Design ball_direction_ctrl_flat, sky130hd; sources not shown.
Run 1, cells coloured by class:
(4 px per um)
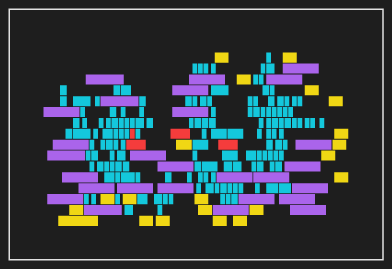
red -> clock drivers and dummy loads  # cells 4
purple -> flops  # cells 27
yellow -> other buffers and delay cells  # cells 21
cyan -> combinational and other logic  # cells 148
share of the final layout cell area in sequential cells: 39.42%
Cell Rows: 16
Finished Cell Area: 0.001727 mm^2
core area: 0.003323 mm^2
final core occ: 51.96%

Run 1, layout detail:
Region (11, 34) to (36, 59) um. Cells in grey, sequential cells in the stronger grey; small squares are vias.
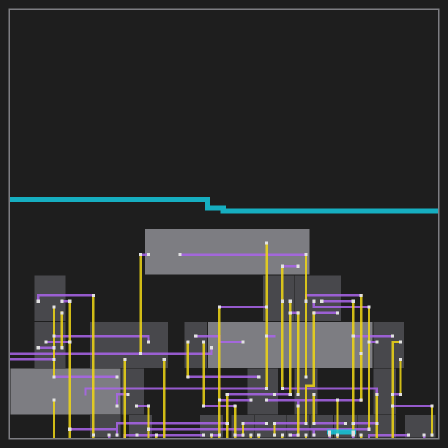
cyan -> metal 3
purple -> metal 1
yellow -> metal 2
sequential cells in the window = 3
cells with their middle in the window = 24
most frequent = nand3_1 (7), nand2_1 (7)

Run 1, track usage over the die:
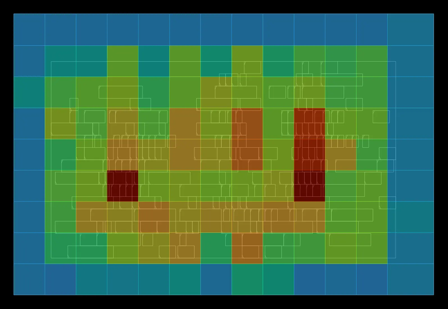
routing usage on met2: 17.72%
post-DR wirelength/cell: 12.84 um

==> design notes, run 1 <==
The layout summary lists the proportion of cells stronger than drive strength 1 as 10.50%. Internal power comes to 0.4890 mW. The logs give 38.4% for the power share of the combinational group and 186 for the total nets after synthesis.

Data arrives at the worst endpoint at 1.32 ns. The synthesis warning total is 0. The logs give 57 for the DRC violation total after the first TritonRoute iteration and 680.7 um^2 for the sequential cell area.

The switching power as a share of total power came out at 38.12%. The setup path with the least slack is of type register to output port. The synthesis report names the predominant flop master as sky130_fd_sc_hd__dfrtp_1.

Looking at the power breakdown, the clock network takes 16.5% of the total. The run gives 0.1936 ns as the final-layout worst hold slack. The chip area line of the yosys report is 0.001425 mm^2, and the fraction of the cycle the final worst path needs is 53.11%. With the overall chip area at 0.005792 mm^2, the path length in cells of the critical path is 1.

Post-cts gate resize count: 0. The final antenna diode tally reported by the flow is 0. STA reports the tightest min-delay check as being of type register to register. After layout, the design draws a total of 0.7903 mW.

After detailed routing, the number of vias per cell comes to 5.008. Highest-delay cell along the critical path: sky130_fd_sc_hd__clkdlybuf4s50_1. The run gives 42.88% as the initial standard-cell utilization of the core. With the proportion of power drawn by flip-flops and latches at 45.1%, the number of global-route vias before repair is 1229.

The run gives 93.06 um for the die outline width. The number of pins with negative max-slew slack in the final report is 0, and the layout overhead on the synthesized area is 21.16%. With the aggregate global-route resource usage at 11.19%, the residual DRC count is 0.

The worst register-to-register path has a setup slack of 2.65 ns. The tool flagged a number of max-cap violations equal to 0. For the worst-skew pair, the clock arrives at the later sink with an insertion delay of 0.27 ns.

Wire length of the first global-routing pass: 5306 um. TritonCTS built the clock tree. The slew at the pin closest to its max-slew limit is 0.4512 ns. Async set-reset flop share out of synthesis: 100.0%. Worst hold path cell count: 1. Per STA, the worst path is made up of clkdlybuf4s50_1.

The die is 62.24 um tall. Critical path required time: 3.48 ns. The total overflow left after global routing is 0.

Among cell families on the critical path, the largest total delay comes from buffers and inverters. The last timing report of the flow puts the setup violation total at 0. The run gives 0 for the buffer count from post-CTS setup fixing. The worst-case clock buffer depth was 2; the minimum clock period was 2.443 ns. With the clock sink count at 27, the maximum clock rate is 409.3 MHz. The number of buffers inserted by port buffering is 19, and the number of warnings in the stage logs is 27. Per the OpenROAD power report, leakage power amounts to 0.8204 nW. The run gives 0.0003263 V as the worst IR drop on VDD. The number of flip-flops under the largest register name was 8. The run gives 24 for the number of distinct library cell variants in the gate-level netlist after synthesis. 20 I/O pins were placed. The H-tree depth reported by CTS is 1. The report puts the hold buffer count at CTS at 0.

The aggregate routed wire length came out at 3147 um. The cell taking the most area after synthesis is sky130_fd_sc_hd__dfrtp_1. The fill cell instance count of the final layout is 314. The count of flip-flops with a built-in enable after synthesis was 0.

The finished layout holds 245 standard cells, fillers aside. The area fraction of the largest cell type after synthesis is 40.39%. The first TritonRoute pass finished after 4 iterations. The post-synth register bit count is 27.

The report lists the power per cell area as 457.7 mW/mm^2. With the initial antenna violation count at 0, the number of buffers and inverters on the critical path is 1. The run finished with clean final reports.

The tools report the vias after detailed routing as 1227. The detailed placer reported the number of placed instances as 241. With the worst reg2reg path depth at 6, the count of endpoints failing hold in the final timing report is 0. Yosys attributes the largest share of cell area to sky130_fd_sc_hd__dfrtp_1, sky130_fd_sc_hd__nand2_1, sky130_fd_sc_hd__nand3_1, sky130_fd_sc_hd__dfstp_2, sky130_fd_sc_hd__nor2_1.

For reference, the top cells by count after synthesis are sky130_fd_sc_hd__nand2_1, sky130_fd_sc_hd__nand3_1, sky130_fd_sc_hd__dfrtp_1. The worst max-slew margin expressed relative to the limit is 69.82%, and the average cell area after synthesis is 8.097 um^2. On the worst path, the slowest cell contributes a delay of 0.58 ns. For this run, the register share of the synthesized area comes to 47.76%. The final weighted congestion recorded by global placement is 0.9263.

The run gives 2458 um as the final HPWL from detailed placement. CTS added clock buffers totalling 3. The net switching power of the design is 0.3013 mW, and the cell total in the yosys stat output is 176. With the maximum number of pins on one net before global-route repair at 21, the clock-pin slew of the registers on the worst-case setup and hold paths is 0.09 ns. The tools report the clock tree root driver cell as sky130_fd_sc_hd__clkbuf_8.

The run gives 646.9 um^2 for the logic area. The synthesis stats list as the most numerous cell sky130_fd_sc_hd__nand2_1. The tools report the sort of element at the end of the critical path as an output port. Final antenna-violating net count: 0.

The startpoint type of the worst setup path is a register. Setup repair after global routing left no endpoint under its margin. The run gives 176 for the number of standard cells after synthesis. The net count of the finished layout is 211. For the final routed database, the setup TNS stands at 0 ns.

Along the worst path, the maximum fanout reaches 7. The cell area that synthesis handed to floorplanning was 0.001425 mm^2.
[run 1: cells in the final DEF, fill, tap and decap left out, types with 2 or more instances in the layout]
cell / instances
sky130_fd_sc_hd__nand2_1: 55
sky130_fd_sc_hd__nand3_1: 24
sky130_fd_sc_hd__dfrtp_1: 23
sky130_fd_sc_hd__nor2_1: 19
sky130_fd_sc_hd__inv_1: 16
sky130_fd_sc_hd__clkdlybuf4s50_1: 15
sky130_fd_sc_hd__a21oi_1: 5
sky130_fd_sc_hd__dlygate4sd3_1: 4
sky130_fd_sc_hd__dfstp_2: 4
sky130_fd_sc_hd__nand2_4: 3
sky130_fd_sc_hd__o21ai_0: 3
sky130_fd_sc_hd__nand4_1: 3
sky130_fd_sc_hd__ha_1: 3
sky130_fd_sc_hd__clkbuf_8: 3
sky130_fd_sc_hd__nand2_2: 2
sky130_fd_sc_hd__nor3b_1: 2
sky130_fd_sc_hd__nand3b_1: 2
sky130_fd_sc_hd__xor2_1: 2
sky130_fd_sc_hd__nor2_4: 2
[run 1: power by group through the flow]
stage               sequential, mW  clock, mW  combinational, mW
detailed placement           0.361          0              0.308
floorplan                    0.357          0              0.199
finish                       0.357      0.130              0.303
CTS                          0.357      0.138              0.310
global route                 0.365      0.145              0.343
global placement             0.358          0              0.289
[run 1: routing by layer]
| metal | part of all wire (%) | track usage (%) | wire [um] |
|---|---|---|---|
| met5 | 0 | - | 0 |
| met4 | 0.38 | 2.794 | 12 |
| met3 | 5.1 | 3.237 | 159 |
| met2 | 48 | 17.72 | 1511 |
| met1 | 46 | 13.63 | 1463 |
[run 1: cell families (layout without fill, tap and decap cells)]
group | count (synthesis) | in the layout | synth area share [%]
flip-flops | 27 | 27 | 47.76
XOR/XNOR | 2 | 2 | 1.229
adder cells (fa/ha/maj) | 3 | 3 | 2.634
AND-OR/OR-AND | 10 | 10 | 3.775
buffers and inverters | 19 | 43 | 5.618
AND/OR/NAND/NOR | 115 | 115 | 38.98
[run 1: metrics by stage]
stage,worst slack (ns),util [%],instance area [um^2]
2_1_floorplan,2.948,-,1425
3_3_place_gp,2.039,50.30,1672
3_5_place_dp,2.271,51.13,1699
4_1_cts,2.131,52.48,1744
5_1_grt,2.101,51.96,1727
6_report,2.157,51.96,1727
[run 1: worst register-to-register path: stages (launching register included)]
cell	delay [ns]
sky130_fd_sc_hd__dfrtp_1	0.47
sky130_fd_sc_hd__nand2_1	0.33
sky130_fd_sc_hd__clkinvlp_2	0.21
sky130_fd_sc_hd__nand2_1	0.32
sky130_fd_sc_hd__buf_6	0.21
sky130_fd_sc_hd__nand3_1	0.09
sky130_fd_sc_hd__nand2_1	0.08
[run 1: area by class of cell]
type                    count  share of cell area [%]
repair buffers             20                   12.61
clock buffers               4                   2.609
well taps                  45                   3.261
multi-input cells         130                   37.46
flip-flops and latches     27                   39.42
inverters                  18                   3.985
plain buffers               1                  0.6522
==> run 2, diff against run 1 <==
- clock period: 4.6 -> 2.3 ns (I/O delays scaled with it)
Run 2, track usage over the die:
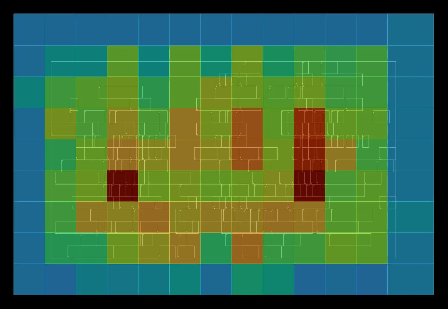
met3 Resource Use GR: 3.237%
final core occ: 52.26%
post-DR wirelength/cell: 12.85 um
GR met1 Demand/Resource: 13.63%
most heavily used metal layer in global routing: met2

Run 2, layout detail:
Region (11, 34) to (36, 59) um. Cells in grey, sequential cells in the stronger grey; small squares are vias.
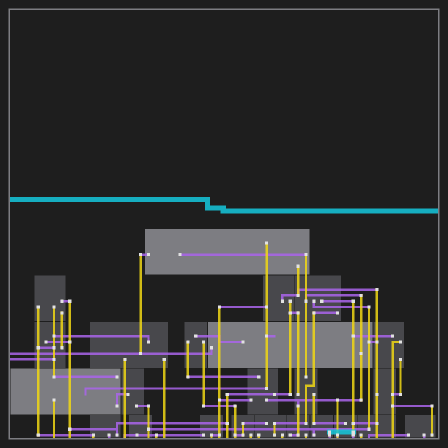
yellow -> metal 2
cyan -> metal 3
purple -> metal 1
sequential cells in the window = 3
cells with their middle in the window = 24
most frequent = nand3_1 (7), nand2_1 (7)

==> design notes, run 2 <==
The run finished with clean final reports. For the wire length of the first global-routing pass, the log shows 5306 um (unchanged). Most used standard cells in the synthesized netlist: sky130_fd_sc_hd__nand2_1, sky130_fd_sc_hd__nand3_1, sky130_fd_sc_hd__dfrtp_1 (unchanged). For the placed cell count, the log shows 241 (unchanged). The tools report the signal arrival time at the worst endpoint as 1.32 ns (about the same). The I/O pin total is 20 (unchanged), and the path length in cells of the critical path is 1 (unchanged). The aoi/oai-family share of the synthesized area is 3.775% (unchanged).

The count of flip-flops with a built-in enable after synthesis is 0 (unchanged). TritonCTS built the clock tree. Top cells, area: sky130_fd_sc_hd__dfrtp_1, sky130_fd_sc_hd__nand2_1, sky130_fd_sc_hd__nand3_1, sky130_fd_sc_hd__dfstp_2, sky130_fd_sc_hd__nor2_1 (unchanged). Highest cell delay on the worst timing path: 0.58 ns (about the same). Die outline width: 93.06 um (unchanged). The most common cell after layout, fill and taps aside was sky130_fd_sc_hd__nand2_1 (unchanged). The worst min-delay path class is register to register (unchanged). For the number of rows created at floorplan, the log shows 16 (unchanged). Final-layout worst hold slack: 0.1936 ns (about the same).

The tools report the sequential cell area as 680.7 um^2 (unchanged). The number of pins with negative max-slew slack in the final report was 0 (unchanged). The worst path uses 86.24% of the clock period.

The number of warnings in the stage logs came out at 27 (unchanged). The run gives 0.27 ns (about the same) as the later-pin clock latency in the skew report. The worst hold path cell count works out to 1 (unchanged). The register bit count reported by yosys came out at 27 (unchanged). Layout overhead on the synthesized area: 21.86% (was 21.16%).

For the area of the mapped netlist, the log shows 0.001425 mm^2 (unchanged). Iteration count of the initial detailed-routing pass: 4 (unchanged). The run gives 186 (unchanged) as the total nets after synthesis. The number of buffers and inverters on the critical path was 1 (unchanged); the aggregate routed wire length was 3148 um (was 3147 um).

The remaining global-route overflow is 0 (unchanged). The main flop type after synthesis was sky130_fd_sc_hd__dfrtp_1 (unchanged). The synthesis warning total is 0 (unchanged), and the number of distinct library cell variants in the gate-level netlist after synthesis is 24 (unchanged).

The fraction of final layout cells with drive strength greater than 1 works out to 11.50% (was 10.50%). For the number of CTS-inserted buffers, the log shows 3 (unchanged). The portion of synthesized cell area occupied by the leading cell type was 40.39% (unchanged). With the cell total in the yosys stat output at 176 (unchanged), the vias after detailed routing is 1240 (was 1227).

For the residual DRC count, the log shows 0 (unchanged). Setup repair after global routing left no endpoint under its margin. The H-tree depth reported by CTS came out at 1 (unchanged). For the fill cell instance count of the final layout, the log shows 311 (was 314). Timing would allow up to 504.1 MHz. The slew at the pin closest to its max-slew limit is 0.4508 ns (was 0.4512 ns), and the vertical extent of the die is 62.24 um (unchanged).

For the final antenna diode count, the log shows 0 (unchanged). Type of the worst setup path: register to output port (unchanged). The async set-reset flop share out of synthesis came out at 100.0% (unchanged). Commonest cells after routing, fill and taps aside: sky130_fd_sc_hd__nand2_1, sky130_fd_sc_hd__nand3_1, sky130_fd_sc_hd__dfrtp_1 (unchanged). The number of standard cells after synthesis is 176 (unchanged). The tools report the core region area as 0.003323 mm^2 (unchanged).

The tools report the clock tree root driver cell as sky130_fd_sc_hd__clkbuf_8 (unchanged). The most numerous cell in the Yosys netlist was sky130_fd_sc_hd__nand2_1 (unchanged). Sort of element at the end of the critical path: an output port (unchanged). The worst IR drop on VDD came out at 0.0006537 V (was 0.0003263 V). Cell taking the most area after synthesis: sky130_fd_sc_hd__dfrtp_1 (unchanged). The tools report the number of hold-repair buffers added at the cts stage as 0 (unchanged). The tools report the maximum number of pins on one net before global-route repair as 21 (unchanged). For the reg-to-reg setup timing slack, the log shows 0.54 ns (was 2.65 ns). The number of buffers inserted by port buffering was 19 (unchanged).

The number of nets in the finished design was 211 (unchanged); the count of final setup violators was 0 (unchanged). The tools report the startpoint type of the worst setup path as a register (unchanged). For the initial standard-cell utilization of the core, the log shows 42.88% (unchanged). The run gives 2.634% (unchanged) for the area fraction in full adders, half adders and majority gates. The max-capacitance violation count was 0 (unchanged). For the cell leakage power, the log shows 0.8389 nW (was 0.8204 nW).

With the final HPWL from detailed placement at 2458 um (unchanged), the via density per instance is 5.061 (was 5.008). The average cell area after synthesis was 8.097 um^2 (unchanged). The run gives 1.229% (unchanged) for the area fraction in xor and xnor cells. Top cell family by delay on the critical path: buffers and inverters (unchanged).

With the clock sink count at 27 (unchanged), the worst reg2reg path depth is 9 (was 6).
[run 2: report_power, final]
group	total, mW	leakage [nW]	switching, mW	internal [mW]
combinational	0.614	0.474	0.356	0.258
clock	0.261	0.0228	0.137	0.124
sequential	0.713	0.342	0.115	0.598
total	1.59	0.839	0.608	0.980
[run 2: metrics by stage]
step                worst slack, ns  total power [mW]
floorplan                    0.7469             1.112
global placement             0.1986             1.295
detailed placement           0.4313             1.340
CTS                          0.2910             1.609
global route                 0.2605             1.712
finish                       0.3164             1.588
[run 2: cell families after synthesis]
logic type / count (synthesis)
AND/OR/NAND/NOR: 115
AND-OR/OR-AND: 10
buffers and inverters: 19
XOR/XNOR: 2
adder cells (fa/ha/maj): 3
flip-flops: 27
[run 2: routing by layer]
metal / routed length (um) / track usage [%]
met1: 1390 / 13.63
met2: 1520 / 17.72
met3: 225 / 3.237
met4: 12 / 2.794
met5: 0 / -
[run 2: final cells by class]
type / count / area share (%)
clock buffer: 4 / 2.594
inverter: 18 / 3.963
buffer: 1 / 0.6484
sequential: 27 / 39.19
multi-input combinational: 130 / 37.82
timing repair buffer: 20 / 12.54
tap: 45 / 3.242
Power and IR drop assume default switching activity.
